==> config.mk <==
export PLATFORM = sky130hd
export DESIGN_NAME = mag_shift_multiplier
export DESIGN_NICKNAME = d
export VERILOG_FILES = /design/src/rtl/mag_shift_multiplier.sv
export SDC_FILE = /design/constraint.sdc
export NUM_CORES = 1
export LEC_CHECK = 0
export CAP_MARGIN = 25
export CORE_MARGIN = 2
export CORE_UTILIZATION = 45
export DETAILED_ROUTE_END_ITERATION = 6
export GPL_TIMING_DRIVEN = 0
export HOLD_SLACK_MARGIN = 0.06
export PLACE_DENSITY = 0.76
export REMOVE_ABC_BUFFERS = 1
export SLEW_MARGIN = 20
export SYNTH_ARGS = -nofsm -noshare
export SYNTH_HDL_FRONTEND = slang
export SYNTH_SLANG_ARGS = --single-unit
==> constraint.sdc <==
create_clock -name clk -period 3 [get_ports clk]
set_input_delay 0.6 -clock clk [delete_from_list [all_inputs] [get_ports clk]]
set_output_delay 0.6 -clock clk [all_outputs]
set_load 0.02 [all_outputs]
==> src/rtl/mag_shift_multiplier.sv <==
// Signed-operand front end plus DW-step shift-add core: emits |A*B| with the raw operand sign bits.
// Optional MAG_MULT_EARLY_EXIT_EN ends the multiply once the remaining multiplier bits are all zero.
module mag_shift_multiplier #(
  parameter int unsigned DW   = 8,
  parameter int unsigned DW_2 = 16
) (
  input  logic            clk,
  input  logic            rst,
  input  logic            start,
  input  logic [DW-1:0]   multiplier,
  input  logic [DW-1:0]   multiplicand,
  output logic            ready,
  output logic            done,
  output logic            multiplier_msb,
  output logic            multiplicand_msb,
  output logic [DW_2-1:0] product
);

  localparam int unsigned CW = $clog2(DW);

  typedef enum logic [1:0] {S_IDLE, S_LOAD, S_MULT, S_DONE} state_t;

  state_t          state, state_nxt;
  logic [DW-1:0]   a_q, b_q;
  logic [DW-1:0]   a_mag, b_mag;
  logic [DW-1:0]   mplier_sh;
  logic [DW_2-1:0] mcand_sh;
  logic [DW_2-1:0] acc, acc_nxt;
  logic [CW-1:0]   cnt;
  logic            last_step;
  logic            accept, load_en, step_en;

  // -2^(DW-1) negates to itself, which reads correctly as 2^(DW-1) unsigned
  assign a_mag   = multiplier_msb   ? DW'(~a_q + DW'(1)) : a_q;
  assign b_mag   = multiplicand_msb ? DW'(~b_q + DW'(1)) : b_q;
  assign acc_nxt = mplier_sh[0] ? DW_2'(acc + mcand_sh) : acc;

`ifdef MAG_MULT_EARLY_EXIT_EN
  assign last_step = (cnt == CW'(DW - 1)) || (mplier_sh[DW-1:1] == '0);
`else
  assign last_step = (cnt == CW'(DW - 1));
`endif

  // State register
  always_ff @(posedge clk) begin
    if (rst) state <= S_IDLE;
    else     state <= state_nxt;
  end

  // Next-state logic
  always_comb begin
    state_nxt = state;
    case (state)
      S_IDLE: if (start) state_nxt = S_LOAD;
      S_LOAD: state_nxt = S_MULT;
      S_MULT: if (last_step) state_nxt = S_DONE;
      S_DONE: state_nxt = S_IDLE;
      default: state_nxt = S_IDLE;
    endcase
  end

  // Datapath control strobes
  always_comb begin
    accept  = 1'b0;
    load_en = 1'b0;
    step_en = 1'b0;
    case (state)
      S_IDLE: accept  = start;
      S_LOAD: load_en = 1'b1;
      S_MULT: step_en = 1'b1;
      default: ;
    endcase
  end

  // Datapath and registered outputs; product is captured as the last step completes
  always_ff @(posedge clk) begin
    if (rst) begin
      ready            <= 1'b1;
      done             <= 1'b0;
      product          <= '0;
      multiplier_msb   <= 1'b0;
      multiplicand_msb <= 1'b0;
      a_q              <= '0;
      b_q              <= '0;
      mplier_sh        <= '0;
      mcand_sh         <= '0;
      acc              <= '0;
      cnt              <= '0;
    end else begin
      ready <= (state_nxt == S_IDLE);
      done  <= (state_nxt == S_DONE);
      if (accept) begin
        a_q              <= multiplier;
        b_q              <= multiplicand;
        multiplier_msb   <= multiplier[DW-1];
        multiplicand_msb <= multiplicand[DW-1];
      end
      if (load_en) begin
        mplier_sh <= a_mag;
        mcand_sh  <= DW_2'(b_mag);
        acc       <= '0;
        cnt       <= '0;
      end
      if (step_en) begin
        acc       <= acc_nxt;
        mcand_sh  <= DW_2'(mcand_sh << 1);
        mplier_sh <= DW'(mplier_sh >> 1);
        cnt       <= CW'(cnt + CW'(1));
        if (last_step) product <= acc_nxt;
      end
    end
  end

endmodule

==> images/metal_stack.png <==
Drawn at 4 px/um.
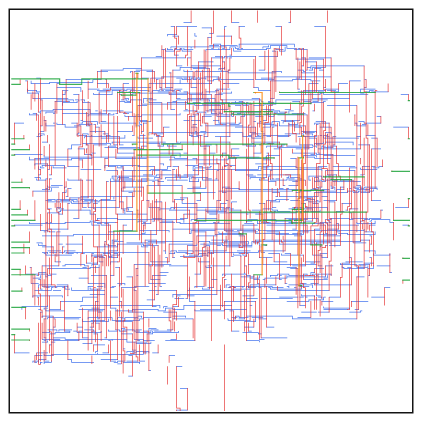
| colour | layer | wire length |
|---|---|---|
| orange | met4 | 168 um |
| green | met3 | 411 um |
| blue | met1 | 4,130 um |
| red | met2 | 4,390 um |

==> images/pdn.png <==
Drawn at 4 px/um. Pins as bars on the die edge. Tap cells in grey.
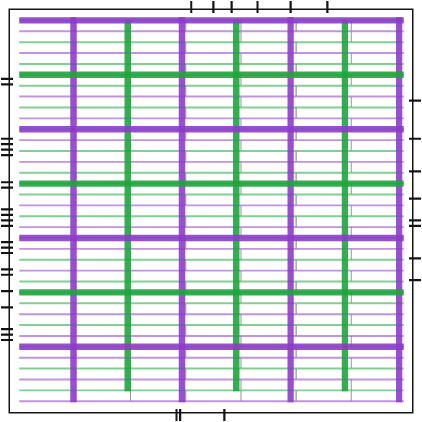
| colour | net |
|---|---|
| purple | VSS |
| green | VDD |
tap cells: 111
met1 rails: 36

==> images/met2.png <==
Drawn at 3 px/um.
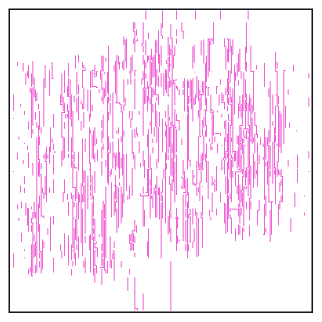
longest straight run: 44.9 um
share of all routed wire: 48%
main direction: vertical
wire length on this layer: 4,390 um
routed wire length: 9106 um
met2 GRT Util: 32.63%
total number of vias: 3,603

==> images/met3.png <==
Drawn at 3 px/um. Cells faint in the background.
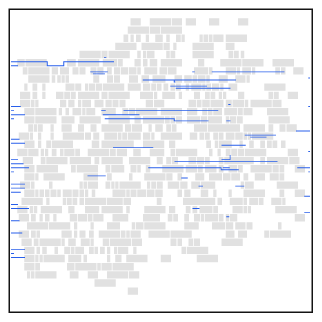
nets with wire on the layer: 48
wire length on this layer: 411 um

==> images/final_clocks.png <==
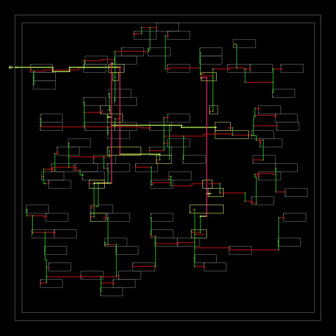
Clock group: 0.963 mW
clock sinks: 79
Clock Skew: 7.672 ps

==> job_summary.md <==
## Implementation flow summary

| Metric | Value |
|---|---|
| Number of port buffers | 38 |
| Met1 Usage GRT | 24.85% |
| Clock Latency Late Sink | 350 ps |
| Num rows | 35 |
| Hold path endpoint | product[3] |
| Worst Max-Slew Pin Slew | 902.5 ps |
| Yosys cell count | 505 |
| Top_reg_cell synth | dfxtp_1 |
| Post-CTS setup buffers | 0 |
| Relative slew slack | 39.75% |
| Area Growth Syn to Fin | 15.97% |
| Hold path depth | 2 |
| Crit-path cells | ha_1, fa_1, a211oi_2, o21ai_1, a2111oi_4, o31ai_1, xnor2_1, a2111oi_1 |
| Hold Path Class | reg2reg |
| Ys Warns | 0 |
| Yosys chip area | 4193 um^2 |
| Num CTS Buffers | 9 |
| Critical path class | reg2reg |
| Crit Path Max Fanout | 3 |
| Register area share after synthesis | 37.72% |
| Total GRT Usage | 19.33% |
| Mapped Cells | 505 |
| CTS root buf | clkbuf_8 |
| Total gr overflow | 0 |
| Initial antenna violation count | 0 |
| Number of global-route vias before repair | 3,459 |
| CP required | 3240 ps |
| Met3 Resource Use GR | 2.913% |
| Top cell area share | 37.72% |
| Post-layout nets | 570 |
| Worst vdd rail ir drop | 0.3970 mV |
| Pre-Repair DR Iteration Count | 4 |
| Antenna Violating Nets Remaining | 0 |
| Post-Syn Area | 4193 um^2 |
| DP Area | 4593 um^2 |
| Min Clock Period, post-route | 2722 ps |
| Sum of negative setup slack | 0 ps |
| CP arrival | 2970 ps |
| Antenna diodes | 0 |
| CP max-delay cell | fa_1 |
| CP peak stage delay | 450 ps |
| RSZ-0062 raised after global routing | false |
| Crit. End Element | flop |
| Max clock buf depth | 2 |
| Crit share post-route | 90.74% |
| Startpoint Class | flop |
| # DRC | 0 |
| P_leak | 1.762 nW |
| GR peak layer | met2 |
| Die area | 10,110 um^2 |
| Routed wire per std cell | 14.16 um |
| Worst reg2reg path depth | 8 |
| Largest net degree at the start of global routing | 67 |
| GP Congestion | 0.9017 |
| P per Cell Area | 636.3 nW/um^2 |
| Hold_buf cts | 0 |
| Worst setup path start | mcand_sh[0] |
| Die X | 100.5 um |
| Max_cap viols | 0 |
| Vias per inst | 5.603 |
| Cell Type Count | 59 |
| Pins over their slew limit | 0 |
| Synth area leader | dfxtp_1 |
| Ys flops | 79 |
| Clock transition at path regs | 80 ps |
| Final Hold Violating Endpoints | 0 |
| Outcome | finished, final reports clean |
| Max Clk Rate | 0.3674 GHz |
| Fraction of layout cells with a size suffix above 1 | 5.827% |
| Floorplan utilization | 45.81% |
| DRT iter0 DRCs | 232 |
| Htree depth | 3 |
| Core area | 9153 um^2 |
## worst max-delay path by stage
stage                  end  slack [ps]  cells past startpoint
4_1_cts        product[14]           8                      8
3_3_place_gp       acc[14]       -1530                      6
2_1_floorplan  product[14]         270                      8
5_1_grt        product[14]          30                      8
6_report       product[14]         280                      8
3_5_place_dp   product[14]        -290                      8
## routing by layer
metal	up-vias	routed length [um]
met4	0	168
met3	14	411
met2	79	4392
li1	1843	-
met5	-	0
met1	1667	4133
## flip-flops by register name, indices dropped and copies added, names as in the netlist
signal	cells
multiplier_msb	1
state	2
mcand_sh	16
b_q	7
cnt	3
multiplicand_msb	1
done	1
acc	16
mplier_sh	8
a_q	7
ready	1
product	16
## timing repair
action                     4_1_cts  5_1_grt
setup endpoints to repair        3        2
gates resized                    2        4
pin swaps                        0        1
## cell type report
class | instances | area [um^2]
clock buffer | 9 | 123.9
timing repair buffer | 39 | 397.9
clock inverter | 7 | 120.1
multi-input combinational | 383 | 2444
sequential | 79 | 1582
fill | 827 | 4290
tap | 111 | 138.9
inverter | 15 | 56.30
## cell families after synthesis
logic type / after synthesis / synth area share (%)
muxes: 17 / 4.058
buffers and inverters: 43 / 4.715
DFF: 79 / 37.72
xor gates and xnor gates: 18 / 3.760
and+or+nand+nor: 175 / 20.38
AOI/OAI and AO/OA: 149 / 22.02
adders and majority gates: 24 / 7.341
## synth_stat cells (all sizes together), types with 4 or more instances
library cell / number
a31oi: 9
o32ai: 4
xnor2: 8
nand2b: 14
ha: 23
dfxtp: 79
inv: 14
o31ai: 6
nand2: 62
nor2b: 15
o21ai: 30
nand3: 13
o21a: 4
a211oi: 10
mux2i: 17
xor2: 10
and2: 7
nor3: 8
clkbuf: 24
a21oi: 54
o22ai: 7
nor2: 36
or3: 5
## cell usage in the layout (no fill, tap or decap), types with 13 or more instances in the layout
master	instances
a21oi_1	54
clkdlybuf4s50_1	37
dfxtp_1	79
ha_1	21
inv_1	14
mux2i_1	17
nand2_1	61
nand2b_1	14
nand3_1	13
nor2_1	36
nor2b_1	15
o21ai_0	29
## per-stage QoR
stage               utilization [%]  hold slack (ps)  total power, mW  cells  setup WS (ps)
finish                        53.12            456.4            3.094    643          277.9
floorplan                         -            443.4            1.848    477          267.4
global placement              49.94            445.4            2.078    626          -1531
global route                  53.12            488.3            3.269    643          27.21
CTS                           52.92            460.3            3.112    643          8.099
detailed placement            50.18            448.8            2.158    627         -286.8
## worst max-delay path: cells and delay by family, from the launching register on
family,cells,cell delay (ps)
DFF,1,350
xor gates and xnor gates,1,160
adders and majority gates,2,700
AOI/OAI and AO/OA,5,1410
## power breakdown
| group | internal [mW] | total, mW | switching, mW |
|---|---|---|---|
| Clock | 0.555 | 0.963 | 0.408 |
| Combinational | 0.354 | 0.899 | 0.545 |
| Sequential | 1.13 | 1.23 | 0.0974 |
| Total | 2.04 | 3.09 | 1.05 |
Power figures rest on the tool's default switching activity, not on a simulated workload.
